===== config.mk =====
export PLATFORM = sky130hd
export DESIGN_NAME = sys_in_port
export DESIGN_NICKNAME = d
export VERILOG_FILES = /design/src/rtl/cpu_pkg.sv /design/src/rtl/sys_in_fifo_mem.sv /design/src/rtl/sys_in_port.sv
export SDC_FILE = /design/constraint.sdc
export NUM_CORES = 1
export LEC_CHECK = 0
export CELL_PAD_IN_SITES_DETAIL_PLACEMENT = 1
export CELL_PAD_IN_SITES_GLOBAL_PLACEMENT = 2
export CORE_ASPECT_RATIO = 1.1
export CORE_UTILIZATION = 40
export DETAILED_ROUTE_END_ITERATION = 8
export PLACE_DENSITY = 0.82
export RECOVER_POWER = 100
export SYNTH_ARGS = -nofsm -noshare
export SYNTH_HDL_FRONTEND = slang
export SYNTH_HIERARCHICAL = 1
export SYNTH_SLANG_ARGS = --single-unit

===== constraint.sdc =====
create_clock -name CLK -period 3.4 [get_ports CLK]
set_clock_uncertainty 0.1 [all_clocks]
set_input_delay 0.51 -clock CLK [delete_from_list [all_inputs] [get_ports CLK]]
set_output_delay 0.51 -clock CLK [all_outputs]
set_load 0.1 [all_outputs]

===== src/rtl/cpu_pkg.sv =====
// Shared CPU definitions: bus/address widths and the bus-source select
// enumeration used by the top-level bus mux and CPULogic.
package cpu_pkg;

  localparam int WORD_W = 16;
  localparam int ADDR_W = 8;

  typedef enum logic [3:0] {
    SRC_R0  = 4'd0,
    SRC_R1  = 4'd1,
    SRC_R2  = 4'd2,
    SRC_R3  = 4'd3,
    SRC_IR  = 4'd4,
    SRC_ALU = 4'd5,
    SRC_RAM = 4'd6,
    SRC_PC  = 4'd7,
    SRC_IN  = 4'd8
  } bus_src_e;

endpackage


===== src/rtl/sys_in_fifo_mem.sv =====
// DEPTH x WIDTH storage for the SYS_IN FIFO: synchronous write, asynchronous
// read, contents are not reset.
module sys_in_fifo_mem
  import cpu_pkg::*;
#(
  parameter int DEPTH = 4,
  parameter int WIDTH = WORD_W
) (
  input  logic                     clk,
  input  logic                     we,
  input  logic [$clog2(DEPTH)-1:0] waddr,
  input  logic [WIDTH-1:0]         wdata,
  input  logic [$clog2(DEPTH)-1:0] raddr,
  output logic [WIDTH-1:0]         rdata
);

  logic [WIDTH-1:0] mem [DEPTH];

  always_ff @(posedge clk) begin
    if (we) mem[waddr] <= wdata;
  end

  assign rdata = mem[raddr];

endmodule


===== src/rtl/sys_in_port.sv =====
// SYS_IN input port: full-rate valid/ready producer side, SLOW_CLOCK_STRB
// qualified CPU pop side, circular FIFO in between. Optional ERR output via
// the SYS_IN_ERR_EN macro.
module sys_in_port
  import cpu_pkg::*;
#(
  parameter int DEPTH = 4,
  parameter int WIDTH = WORD_W
) (
  input  logic                   CLK,
  input  logic                   RST,
  input  logic                   SLOW_CLOCK_STRB,
  input  logic [WIDTH-1:0]       SYS_IN,
  input  logic                   SYS_IN_VALID,
  output logic                   SYS_IN_READY,
  input  logic                   IN_RD,
  output logic [WIDTH-1:0]       BUS_OUT,
  output logic                   EMPTY,
  output logic [$clog2(DEPTH):0] COUNT
`ifdef SYS_IN_ERR_EN
  ,
  output logic                   ERR
`endif
);

  localparam int AW = $clog2(DEPTH);
  localparam int CW = AW + 1;
  localparam logic [CW-1:0] FULL_CNT = CW'(DEPTH);

  logic [AW-1:0]    wr_ptr, rd_ptr;
  logic [CW-1:0]    count;
  logic             push, pop;
  logic [WIDTH-1:0] head;

  assign SYS_IN_READY = (count != FULL_CNT);
  assign EMPTY        = (count == '0);
  assign COUNT        = count;
  assign push         = SYS_IN_VALID && SYS_IN_READY;
  assign pop          = IN_RD && SLOW_CLOCK_STRB && !EMPTY;

  sys_in_fifo_mem #(
    .DEPTH(DEPTH),
    .WIDTH(WIDTH)
  ) u_mem (
    .clk  (CLK),
    .we   (push && !RST),
    .waddr(wr_ptr),
    .wdata(SYS_IN),
    .raddr(rd_ptr),
    .rdata(head)
  );

  always_comb begin
    BUS_OUT = '0;
    if (!EMPTY) BUS_OUT = head;
  end

  always_ff @(posedge CLK) begin
    if (RST) begin
      wr_ptr <= '0;
      rd_ptr <= '0;
      count  <= '0;
    end else begin
      if (push) wr_ptr <= wr_ptr + AW'(1);
      if (pop)  rd_ptr <= rd_ptr + AW'(1);
      case ({push, pop})
        2'b10:   count <= count + CW'(1);
        2'b01:   count <= count - CW'(1);
        default: count <= count;
      endcase
    end
  end

`ifdef SYS_IN_ERR_EN
  logic [7:0] stall_cnt;
  logic       stalled;

  assign stalled = SYS_IN_VALID && !SYS_IN_READY;

  // stall_cnt==255 on a still-stalled edge means the 256th consecutive cycle
  always_ff @(posedge CLK) begin
    if (RST) begin
      stall_cnt <= '0;
      ERR       <= 1'b0;
    end else begin
      if (!stalled)              stall_cnt <= '0;
      else if (stall_cnt != '1)  stall_cnt <= stall_cnt + 8'd1;
      if ((IN_RD && SLOW_CLOCK_STRB && EMPTY) || (stalled && stall_cnt == '1))
        ERR <= 1'b1;
    end
  end
`endif

endmodule

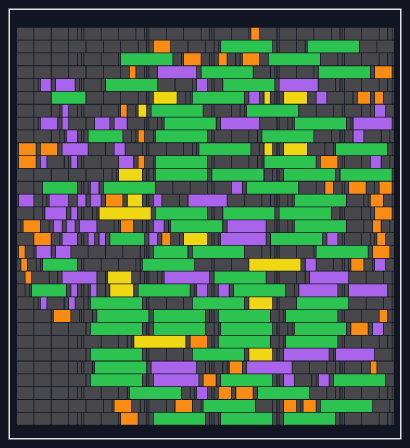
**Above:** cell classes on the final placement.
Fill, decap, tap and diode cells in gray.
[combinational and other logic] purple | cells: 68 | share of their area: 22%
[flops] green | cells: 71 | share of their area: 61%
[other buffers and delay cells] orange | cells: 47 | share of their area: 10%
[clock drivers and dummy loads] yellow | cells: 16 | share of their area: 7.0%
core area: 0.00675 sq mm
FP Rows: 31
Final Util: 0.517
flop share of the area: 0.590
Final Cell Area: 0.00349 sq mm

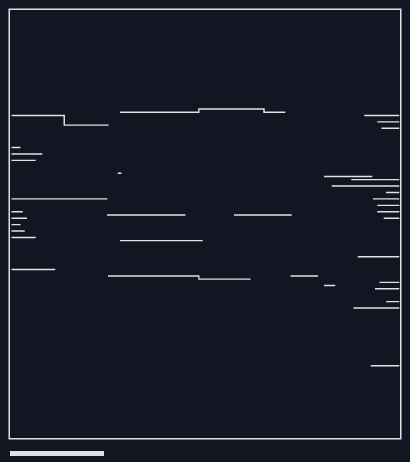
**Above:** the metal 3 layer.
Bar = 20 um.
nets with wire on the layer: 30
longest straight run: 20.0 um
main direction: horizontal

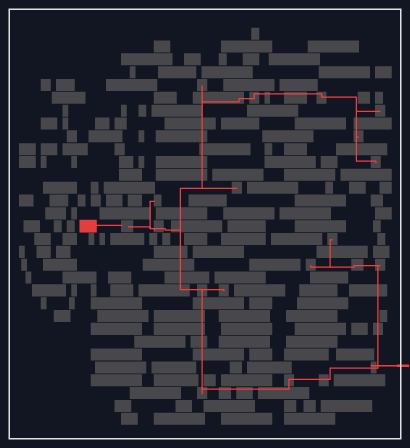
**Above:** I/O nets highlighted.
[EMPTY] red | bits: 1 | direction: output | end cells: 1 | wire: 261 um

[worst max-delay path, delay by kind of cell, from the launching register on]
kind                   cells  cell delay, ps
DFF                        1             380
muxes                      1             580
buffers and inverters      2             890
and+or+nand+nor            1             150
[power breakdown]
group / internal (uW) / switching, uW
Clock: 486 / 306
Combinational: 186 / 727
Sequential: 992 / 28.3
Total: 1660 / 1060
[flip-flops by register name (all words and copies together), names as in the netlist]
register,count
wr_ptr,2
COUNT,3
rd_ptr,2
u_mem/mem,64
[synth_stat cells, types with 2 or more instances]
master and count:
edfxtp_1 64, nor2b_1 18, mux4_2 10, dfxtp_1 7, nor2_1 7, mux4_1 6
a21oi_1 3, inv_1 3, and3b_1 2, buf_2 2, o21ai_0 2, or3_1 2
xor2_1 2
==> flow_metrics.py <==
# Auto-generated metrics
metrics = {
    "logic_synthesis": {
        "synth.top_cell.area_share": 0.672,
        "aoi_share": 0.0127,
        "synth_warnings": 6,
        "synth_area_leader_cell": "edfxtp_1",
        "yosys-stat-area_sq_mm": 0.00286,
        "topCombFamilyByArea": "multiplexers",
        "synth_area_sq_mm": 0.00286,
        "ys_async_sr_fraction": 0,
    },
    "cts": {
        "ctsRootBufferMaster": "clkbuf_8",
        "numCtsBuffers": 9,
        "cts_max_path_buffers": 2,
    },
    "sta": {
        "fin_crit_sh": 0.867,
        "setup_viol": 0,
        "setup_slack_ps": 453,
        "rsz0062_at_grt": "no",
    },
    "floorplanning": {
        "initCoreUtil": 0.424,
        "tapCellCount": 82,
        "dieArea_sq_mm": 0.00749,
    },
    "placed_design": {
        "dpl_cell_area_sq_mm": 0.00332,
    },
    "detailed_routing": {
        "drtIter0Drc": 132,
    },
    "worst_setup_path": {
        "critPathRequiredTime_ps": 2790,
        "setup.worst_path.start_class": "flip-flop",
        "r2r-start": "COUNT[0]",
    },
    "hold_path": {
        "whs_path_depth": 2,
        "worstHoldPathType": "flip-flop to flip-flop",
    },
    "pwr": {
        "finalPower_uw": 2730,
        "ir_worst_vdd_mv": 0.456,
    },
    "cells_and_area": {
        "syn2layout_area_growth_pct": 22.1,
        "signal_buffers": 47,
        "lay_top_count": "edfxtp_1",
    },
    "status": {
        "status": "finished clean",
    },
    "global_routing": {
        "grt_start_max_net_pins": 20,
        "grt_use_met1": 0.180,
    },
}
Power is estimated from default activity; no workload was simulated.
